Fig. 1: run 1, cell placement
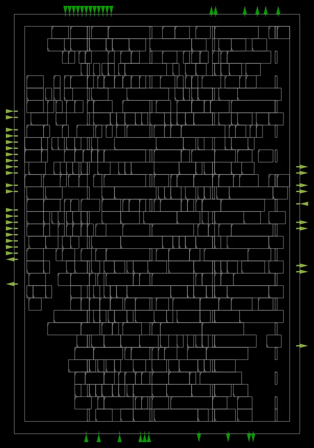
Fig. 2: run 1, signal metal coverage by tile
The die is cut into 13 by 18 equal tiles; black is low, pale yellow is high, scaled to the fullest tile. Values are wire area over tile area, all layers added.
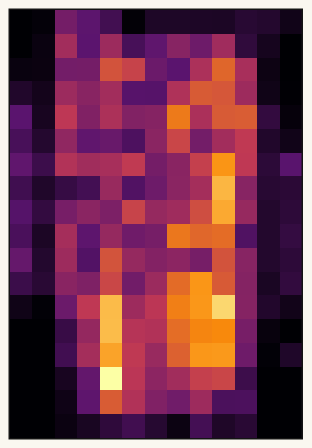
Fig. 3: run 1, M3 wires
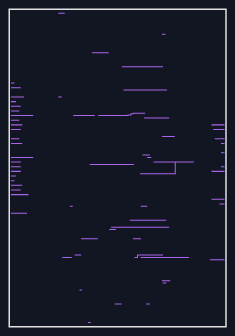
## src/rtl/count_sched.sv

```systemverilog
// Round-robin scheduler that shares one event counter among NUM_REQ requesters.
// Define COUNT_SCHED_TIMEOUT_EN to build the RUN-state watchdog and its abort pulse.
module count_sched #(
    parameter int NUM_REQ = 4,
    parameter int CNT_W   = 8,
    parameter int TIMEOUT = 255
) (
    input  logic                     clk,
    input  logic                     reset,
    input  logic [NUM_REQ-1:0]       req,
    input  logic [NUM_REQ*CNT_W-1:0] target,
    input  logic                     event_in,
    output logic [NUM_REQ-1:0]       grant,
    output logic                     busy,
    output logic [CNT_W-1:0]         count,
    output logic [NUM_REQ-1:0]       done,
    output logic [NUM_REQ-1:0]       abort
);
    localparam int PTR_W = $clog2(NUM_REQ);

    if (NUM_REQ < 2 || NUM_REQ > 8 || CNT_W < 1 || TIMEOUT < 1) begin : g_bad_param
        $error("count_sched: parameter out of range");
    end

    typedef enum logic [1:0] {IDLE, LOAD, RUN, DONE} state_t;

    state_t             state, state_d;
    logic [PTR_W-1:0]   ptr, ptr_d, owner, owner_d, pick, owner_next;
    logic [PTR_W:0]     cand;
    logic               hit;
    logic               owner_req;
    logic [CNT_W-1:0]   tgt_q, tgt_d, count_d;
    logic [NUM_REQ-1:0] grant_d, done_d;

`ifdef COUNT_SCHED_TIMEOUT_EN
    localparam int WD_W = $clog2(TIMEOUT + 1);
    logic [WD_W-1:0]    wdog, wdog_d;
    logic [NUM_REQ-1:0] abort_d;
`endif

    assign owner_req  = req[owner];
    assign owner_next = (owner == PTR_W'(NUM_REQ - 1)) ? '0 : owner + 1'b1;

    // First requester at or after ptr, wrapping modulo NUM_REQ.
    always_comb begin
        hit  = 1'b0;
        pick = '0;
        cand = '0;
        for (int k = 0; k < NUM_REQ; k++) begin
            cand = {1'b0, ptr} + (PTR_W + 1)'(k);
            if (cand >= (PTR_W + 1)'(NUM_REQ))
                cand = cand - (PTR_W + 1)'(NUM_REQ);
            if (!hit && req[cand[PTR_W-1:0]]) begin
                hit  = 1'b1;
                pick = cand[PTR_W-1:0];
            end
        end
    end

    always_comb begin
        state_d = state;
        ptr_d   = ptr;
        owner_d = owner;
        tgt_d   = tgt_q;
        count_d = count;
        done_d  = '0;
`ifdef COUNT_SCHED_TIMEOUT_EN
        wdog_d  = wdog;
        abort_d = '0;
`endif
        unique case (state)
            IDLE: begin
                if (hit) begin
                    state_d = LOAD;
                    owner_d = pick;
                    tgt_d   = target[int'(pick) * CNT_W +: CNT_W];
                end
            end
            LOAD: begin
                if (!owner_req) begin
                    state_d = IDLE;
                    ptr_d   = owner_next;
                end else begin
                    state_d = RUN;
                    count_d = '0;
`ifdef COUNT_SCHED_TIMEOUT_EN
                    wdog_d  = '0;
`endif
                end
            end
            RUN: begin
                // A dropped owner request cancels even on the completing cycle.
                if (!owner_req) begin
                    state_d = IDLE;
                    ptr_d   = owner_next;
                end else if (count == tgt_q) begin
                    state_d       = DONE;
                    done_d[owner] = 1'b1;
`ifdef COUNT_SCHED_TIMEOUT_EN
                end else if (wdog == WD_W'(TIMEOUT - 1)) begin
                    state_d        = DONE;
                    abort_d[owner] = 1'b1;
`endif
                end else begin
                    if (event_in)
                        count_d = count + 1'b1;
`ifdef COUNT_SCHED_TIMEOUT_EN
                    wdog_d = wdog + 1'b1;
`endif
                end
            end
            DONE: begin
                state_d = IDLE;
                ptr_d   = owner_next;
            end
            default: state_d = IDLE;
        endcase
    end

    always_comb begin
        grant_d = '0;
        if (state_d != IDLE)
            grant_d[owner_d] = 1'b1;
    end

    always_ff @(posedge clk or negedge reset) begin
        if (!reset) begin
            state <= IDLE;
            ptr   <= '0;
            owner <= '0;
            tgt_q <= '0;
            count <= '0;
            grant <= '0;
            busy  <= 1'b0;
            done  <= '0;
        end else begin
            state <= state_d;
            ptr   <= ptr_d;
            owner <= owner_d;
            tgt_q <= tgt_d;
            count <= count_d;
            grant <= grant_d;
            busy  <= (state_d != IDLE);
            done  <= done_d;
        end
    end

`ifdef COUNT_SCHED_TIMEOUT_EN
    always_ff @(posedge clk or negedge reset) begin
        if (!reset) begin
            wdog  <= '0;
            abort <= '0;
        end else begin
            wdog  <= wdog_d;
            abort <= abort_d;
        end
    end
`else
    assign abort = '0;
`endif

endmodule

```

## config.mk

```make
export PLATFORM = sky130hd
export DESIGN_NAME = count_sched
export DESIGN_NICKNAME = d
export VERILOG_FILES = /design/src/rtl/count_sched.sv
export SDC_FILE = /design/constraint.sdc
export NUM_CORES = 1
export LEC_CHECK = 0
export ABC_AREA = 1
export CAP_MARGIN = 20
export CORE_ASPECT_RATIO = 1.5
export CORE_MARGIN = 2
export CORE_UTILIZATION = 44
export DETAILED_ROUTE_END_ITERATION = 7
export GPL_ROUTABILITY_DRIVEN = 0
export GPL_TIMING_DRIVEN = 0
export PLACE_DENSITY = 0.76
export SETUP_SLACK_MARGIN = 0.5
export SYNTH_ARGS = -nofsm -noshare
export SYNTH_HDL_FRONTEND = slang
export SYNTH_SLANG_ARGS = --single-unit
```

## constraint.sdc

```tcl
create_clock -name clk -period 1.96 [get_ports clk]
set_clock_uncertainty 0.15 [all_clocks]
set_input_delay 0.196 -clock clk [delete_from_list [all_inputs] [get_ports clk]]
set_output_delay 0.196 -clock clk [all_outputs]
set_load 0.01 [all_outputs]
```

==> PnR_summary.wiki, run 1 <==
=== Synthesis and place and route ===
{| class="wikitable"
! Metric !! Value
|-
| CTS buffer count || 5
|-
| Violations in the final reports || negative setup slack
|-
| Placed wire-length estimate after detailed placement || 3960 um
|-
| Number of buffers inserted for hold repair after clock tree synthesis || 0
|-
| Static power due to leakage || 0.00188 uW
|-
| Count of inserted antenna diode cells || 0
|-
| Non-clock inverter count || 46
|-
| Met1 track demand over resource in global routing || 22.5%
|-
| Count of warning messages emitted by the tools || 36
|-
| Met2 track demand over resource in global routing || 42.2%
|-
| Synth top area share || 33.8%
|-
| Reg2reg end || tgt_q[6]
|-
| Max-Cap Viols || 0
|-
| RR Startpoint || ptr[0]
|-
| Sequential cell fraction of total power || 16.8%
|-
| Register Area || 791 um^2
|-
| TritonCTS clock tree || done
|-
| Register bit total from synthesis || 31
|-
| Required @ worst endpoint || 1980 ps
|-
| Final setup vio count || 13
|-
| Global-route wire length before repair || 10200 um
|-
| Overall die height || 92.4 um
|-
| Repair and plain buffers || 102
|-
| Number of nets at the end of the flow || 477
|-
| Most common cell on crit path || sky130_fd_sc_hd__buf_6
|-
| Final period util || 105%
|-
| Fraction of layout cells with a size suffix above 1 || 37.3%
|-
| Worst Setup Slack, final || -98.6 ps
|-
| Count of instances resized after the clock tree is built || 67
|-
| Synth cell count leaders || 111 x sky130_fd_sc_hd__nand2_1, 38 x sky130_fd_sc_hd__inv_1, 36 x sky130_fd_sc_hd__nand3_1, 31 x sky130_fd_sc_hd__dfrtp_1, 19 x sky130_fd_sc_hd__nor2_1
|-
| Initial core utilization || 45.1%
|-
| Length of routed met3 wiring || 256 um
|-
| Buffers & Inverters on Critical Path || 3
|-
| Total number of vias || 2430
|-
| Area Overhead vs Synth || 62.1%
|-
| Total cell area at the placement stage || 3060 um^2
|-
| Avg WL per Cell || 13.4 um
|-
| Result of the run || finished with violations
|-
| Cell family with most CP delay || simple AND/OR/NAND/NOR gates
|-
| Most used cells in the layout excluding fill and tap cells || 84 x sky130_fd_sc_hd__nand2_1, 38 x sky130_fd_sc_hd__clkdlybuf4s50_1, 30 x sky130_fd_sc_hd__inv_1
|-
| Async set-reset flop share out of synthesis || 100%
|-
| Biggest cell category by area in the final layout || combinational gates
|-
| Worst setup EP type || flop
|-
| Number of pins exceeding their max-slew limit in the final report || 0
|-
| Reg2reg path depth || 14
|-
| Boundary Pins || 60
|}
About Fig. 1:
count of placed standard cells in the final layout, fillers left out: 497
fin util: 73.1%
Placement Rows: 32
Seq area share: 21.3%
tap cells: 68

About Fig. 2:
The fullest tile reaches 0.61. The emptiest ninth of the die: bottom left. The densest ninth of the die: bottom middle.

About Fig. 3:
The longest straight run is 16.8 um. The wires run mostly horizontal.

## run 1: power groups by stage
| stage | clock network, uW | registers (uW) | logic, uW |
|---|---|---|---|
| after floorplan | 0 | 1020 | 2530 |
| after global placement | 0 | 1030 | 3120 |
| after detailed placement | 0 | 1040 | 3190 |
| after CTS | 553 | 1030 | 4000 |
| after global routing | 585 | 1090 | 5140 |
| final | 562 | 1060 | 4710 |
## run 1: cell families after synthesis
| kind of cell | Yosys count | share of synthesized area [%] |
|---|---|---|
| AND-OR/OR-AND | 16 | 4.04 |
| XOR/XNOR | 12 | 4.58 |
| adder cells (fa/ha/maj) | 10 | 5.46 |
| buffers and inverters | 54 | 10.7 |
| flip-flops | 31 | 33.8 |
| other | 1 | 0.164 |
| AND/OR/NAND/NOR | 200 | 41.2 |
==> run 2: changes to the inputs <==
Settings changed: PLACE_DENSITY 0.76 to 0.81.
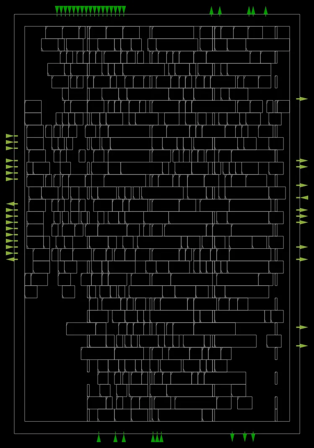
Fig. 4. Cell placement (run 2).
count of placed standard cells in the final layout, fillers left out: 491
Seq cells: 31
Placeable Area: 5080 um^2

==> run 2 against run 1 <==
The run still ends with negative setup slack left. Sequential share of layout area increased by 0.47 points. Largest cell class unchanged. Utilization decreased by 1.7 points. Combinational power decreased by 8.7%. Non-clock buffer count decreased by 5. Largest power group unchanged. Critical path type unchanged. Final area decreased by 2.3%. Sequential cell count stayed put. Setup slack improved by 54 ps. Global-route usage fell by 2.2 points.
==> PnR_summary.wiki, run 2 <==
=== Synthesis and place and route ===
{| class="wikitable"
! Metric !! Value
|-
| Result of the run || finished with violations
|-
| Violations in the final reports || negative setup slack
|-
| Count of inserted antenna diode cells || 0 (unchanged)
|-
| Reg2reg path depth || 14 (unchanged)
|-
| Most common cell on crit path || sky130_fd_sc_hd__nand2_4
|-
| Async set-reset flop share out of synthesis || 100% (unchanged)
|-
| Overflow after GRT || 0
|-
| Final setup vio count || 11 (-2)
|-
| Avg WL per Cell || 12.7 um (-5.5%)
|-
| Repair and plain buffers || 97 (-4.9%)
|-
| Worst Setup Slack, final || -44.6 ps (+54.0 ps)
|-
| Most used cells in the layout excluding fill and tap cells || 88 x sky130_fd_sc_hd__nand2_1, 38 x sky130_fd_sc_hd__clkdlybuf4s50_1, 33 x sky130_fd_sc_hd__inv_1, 33 x sky130_fd_sc_hd__buf_4, 27 x sky130_fd_sc_hd__nand3_1
|-
| Comb/total area || 43.0%
|-
| Total number of vias || 2401 (-1.2%)
|-
| Area Overhead vs Synth || 58.4%
|-
| Fraction of layout cells with a size suffix above 1 || 34.3% (-3.0 points)
|-
| Final period util || 102% (-2.8 points)
|-
| Required @ worst endpoint || 2020 ps (+40 ps)
|-
| Power consumed by combinational cells || 4300 uW (-8.7%)
|-
| Post-synthesis instance total || 324
|-
| Hold Slack || 194 ps
|-
| Sequential element share of the synthesized area || 33.8%
|-
| Number of nets at the end of the flow || 471 (-1.3%)
|-
| Total cell area at the placement stage || 3060 um^2 (about the same)
|-
| TritonCTS clock tree || done
|-
| Synth top area share || 33.8% (unchanged)
|-
| Boundary Pins || 60 (unchanged)
|-
| Power in sequential cells || 1060 uW (about the same)
|-
| Global-route wire length before repair || 9190 um (-9.8%)
|-
| Clock distribution power || 654 uW (+16%)
|-
| Number of pins exceeding their max-slew limit in the final report || 0 (unchanged)
|-
| CP cell instances || buf_6 -> nand2_4 -> nand2_8 -> nand2_4 -> nand2_4 -> nor2_8 -> nand2_2 -> nor2_4 -> inv_2 -> nand2_4 -> inv_4 -> o21ai_4 -> inv_2 -> nor2_2
|-
| Buffers inserted during post-CTS setup optimization || 12
|-
| Non-clock inverter count || 45 (-2.2%)
|-
| Static power due to leakage || 0.00185 uW (-1.8%)
|-
| Worst setup EP type || flop
|-
| Buffers & Inverters on Critical Path || 4 (+1)
|-
| Synth cell count leaders || 111 x sky130_fd_sc_hd__nand2_1, 38 x sky130_fd_sc_hd__inv_1, 36 x sky130_fd_sc_hd__nand3_1, 31 x sky130_fd_sc_hd__dfrtp_1, 19 x sky130_fd_sc_hd__nor2_1
|-
| Flip-flop cell with the highest count after synthesis || sky130_fd_sc_hd__dfrtp_1
|-
| Top power consumer group || combinational logic
|-
| Biggest cell category by area in the final layout || combinational gates
|-
| Register bit total from synthesis || 31 (unchanged)
|-
| Number of buffers inserted for hold repair after clock tree synthesis || 0 (unchanged)
|-
| Placement Rows || 32 (unchanged)
|-
| Average cell area after synthesis || 7.08 um^2
|-
| Reg2reg end || grant[0]
|-
| Clock sink count || 31
|-
| Placed wire-length estimate after detailed placement || 4070 um (+2.9%)
|-
| Clock insertion delay at the later pin of the skew report || 280 ps
|-
| Sw power || 2920 uW
|-
| Synth cell types || 29
|-
| RR Startpoint || ptr[0]
|-
| Seq area share || 21.7% (+0.47 points)
|-
| Max-Cap Viols || 0 (unchanged)
|-
| CTS buffer count || 5 (unchanged)
|-
| Initial core utilization || 45.1% (unchanged)
|-
| Sequential cell fraction of total power || 17.7% (+0.9 points)
|-
| Register Area || 790 um^2 (-0.16%)
|-
| Overall die height || 92.4 um (unchanged)
|-
| Tap cells || 68 (unchanged)
|-
| Portion of the layout cell area used by non-clock buffers || 24.8%
|-
| Area of the multi-input gates || 1560 um^2
|-
| Fin util || 71.4% (-1.7 points)
|-
| Count of warning messages emitted by the tools || 36 (unchanged)
|-
| Cell family with most CP delay || simple AND/OR/NAND/NOR gates
|-
| Count of instances resized after the clock tree is built || 45 (-33%)
|}
run 2: per-layer routing:
layer / share of wire [%] / up-vias / GRT usage [%] / routed length (um)
met2: 56 / 87 / 36.5 / 3460
met1: 37 / 1109 / 22.1 / 2330
met3: 4.2 / 14 / 1.94 / 260
li1: - / 1191 / - / -
met4: 2.8 / 0 / 8.52 / 176
met5: 0 / - / 0 / 0
run 2: cells by family (layout without fill, tap and decap cells):
group / count (synthesis) / after routing / synth area share, %
adders and majority gates: 10 / 10 / 5.46
AOI/OAI and AO/OA: 16 / 16 / 4.04
buffers and inverters: 54 / 150 / 10.7
xor gates and xnor gates: 12 / 12 / 4.58
and+or+nand+nor: 200 / 200 / 41.2
other: 1 / 4 / 0.164
DFF: 31 / 31 / 33.8
==> run 3: changes to the inputs <==
Settings changed: CELL_PAD_IN_SITES_DETAIL_PLACEMENT set to 1, CELL_PAD_IN_SITES_GLOBAL_PLACEMENT set to 2, CORE_UTILIZATION 44 to 24.
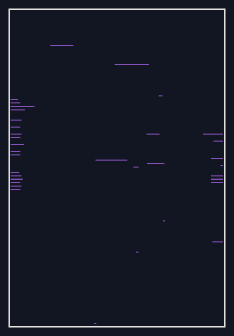
Fig. 5. M3 wires (run 3).
The wires run mostly horizontal. The layer holds 2.2% of the routed length. 30 nets have wire on it. The longest straight run is 13.1 um. The layer carries 151 um of wire.

==> run 3 against run 2 <==
Highest routed layer unchanged. Fmax down 0.62%. Sequential power about the same. First-iteration DRC count down 15%. Die area up 78%. Cell count up 7.9%. The flow still finishes with violations (negative setup slack). Sequential cell count unchanged. Utilization down 32 points. Global-route usage down 5.5 points.
==> PnR_summary.wiki, run 3 <==
=== Synthesis and place and route ===
{| class="wikitable"
! Metric !! Value
|-
| Boundary Pins || 60 (unchanged)
|-
| Hold Slack || 355 ps (+161 ps)
|-
| Number of pins exceeding their max-slew limit in the final report || 0 (unchanged)
|-
| Final period util || 103% (+0.63 points)
|-
| Most used cells in the layout excluding fill and tap cells || 90 x sky130_fd_sc_hd__nand2_1, 35 x sky130_fd_sc_hd__clkdlybuf4s50_1, 33 x sky130_fd_sc_hd__inv_1
|-
| Placement Rows || 43 (+34%)
|-
| Global routing met3 resource utilization || 1.19% (-0.75 points)
|-
| Comb/total area || 42.2% (-0.76 points)
|-
| Register bit total from synthesis || 31 (unchanged)
|-
| Async set-reset flop share out of synthesis || 100% (unchanged)
|-
| Count of warning messages emitted by the tools || 36 (unchanged)
|-
| Final setup vio count || 8 (-3)
|-
| Length of routed met3 wiring || 150 um (-42%)
|-
| Initial core utilization || 24.8% (-20 points)
|-
| Met2 WL || 3980 um (+15%)
|-
| Reg2reg path depth || 13 (-1)
|-
| Violations in the final reports || negative setup slack
|-
| Number of nets at the end of the flow || 466 (-1.1%)
|-
| Avg WL per Cell || 13.0 um (+2.8%)
|-
| Placed wire-length estimate after detailed placement || 5060 um (+24%)
|-
| Flip-flop cell with the highest count after synthesis || sky130_fd_sc_hd__dfrtp_1
|-
| Total cell area at the placement stage || 3080 um^2 (+0.74%)
|-
| Sequential element share of the synthesized area || 33.8% (unchanged)
|-
| Total number of vias || 2333 (-2.8%)
|-
| Post-synthesis instance total || 324 (unchanged)
|-
| Max-Cap Viols || 0 (unchanged)
|-
| Count of placed standard cells in the final layout, fillers left out || 530 (+7.9%)
|-
| Count of inserted antenna diode cells || 0 (unchanged)
|-
| Fraction of layout cells with a size suffix above 1 || 32.1% (-2.2 points)
|-
| Result of the run || finished with violations
|-
| Clock distribution power || 815 uW (+25%)
|-
| Worst Setup Slack, final || -57.1 ps (-12.4 ps)
|-
| Buffers & Inverters on Critical Path || 2 (-2)
|-
| Non-clock inverter count || 46 (+2.2%)
|-
| TritonCTS clock tree || done
|-
| Average cell area after synthesis || 7.08 um^2 (unchanged)
|-
| RR Startpoint || ptr[0]
|-
| Sw power || 2910 uW (-0.21%)
|-
| Met2 track demand over resource in global routing || 28.0% (-8.5 points)
|-
| Synth cell types || 29 (unchanged)
|-
| CTS buffer count || 5 (unchanged)
|-
| Area of the multi-input gates || 1540 um^2 (-1.5%)
|-
| Biggest cell category by area in the final layout || combinational gates
|-
| Fin util || 39.3% (-32 points)
|-
| Portion of the layout cell area used by non-clock buffers || 23.0% (-1.8 points)
|-
| Seq area share || 21.7% (about the same)
|}
[run 3: cell counts after synthesis]
No cell type changed its count.
[run 3: logic make-up (layout without fill, tap and decap cells)]
group / Yosys count / count (layout) / synth area share, %
AND/OR/NAND/NOR: 200 / 200 / 41.2
buffers and inverters: 54 / 145 / 10.7
flip-flops: 31 / 31 / 33.8
AND-OR/OR-AND: 16 / 16 / 4.04
XOR/XNOR: 12 / 12 / 4.58
adder cells (fa/ha/maj): 10 / 10 / 5.46
other: 1 / 4 / 0.164
[run 3: what timing repair did]
| action | in CTS | in global routing |
|---|---|---|
| resized | 58 | 28 |
| setup buffers | 22 | 3 |
| setup endpoints to repair | 46 | 31 |
| cloned | 2 | 0 |
| endpoints found under the hold margin | 31 | 0 |
| hold buffers | 1 | 0 |
| pin swaps | 11 | 10 |
No activity file was given, so power comes from the tool's default toggle rates.
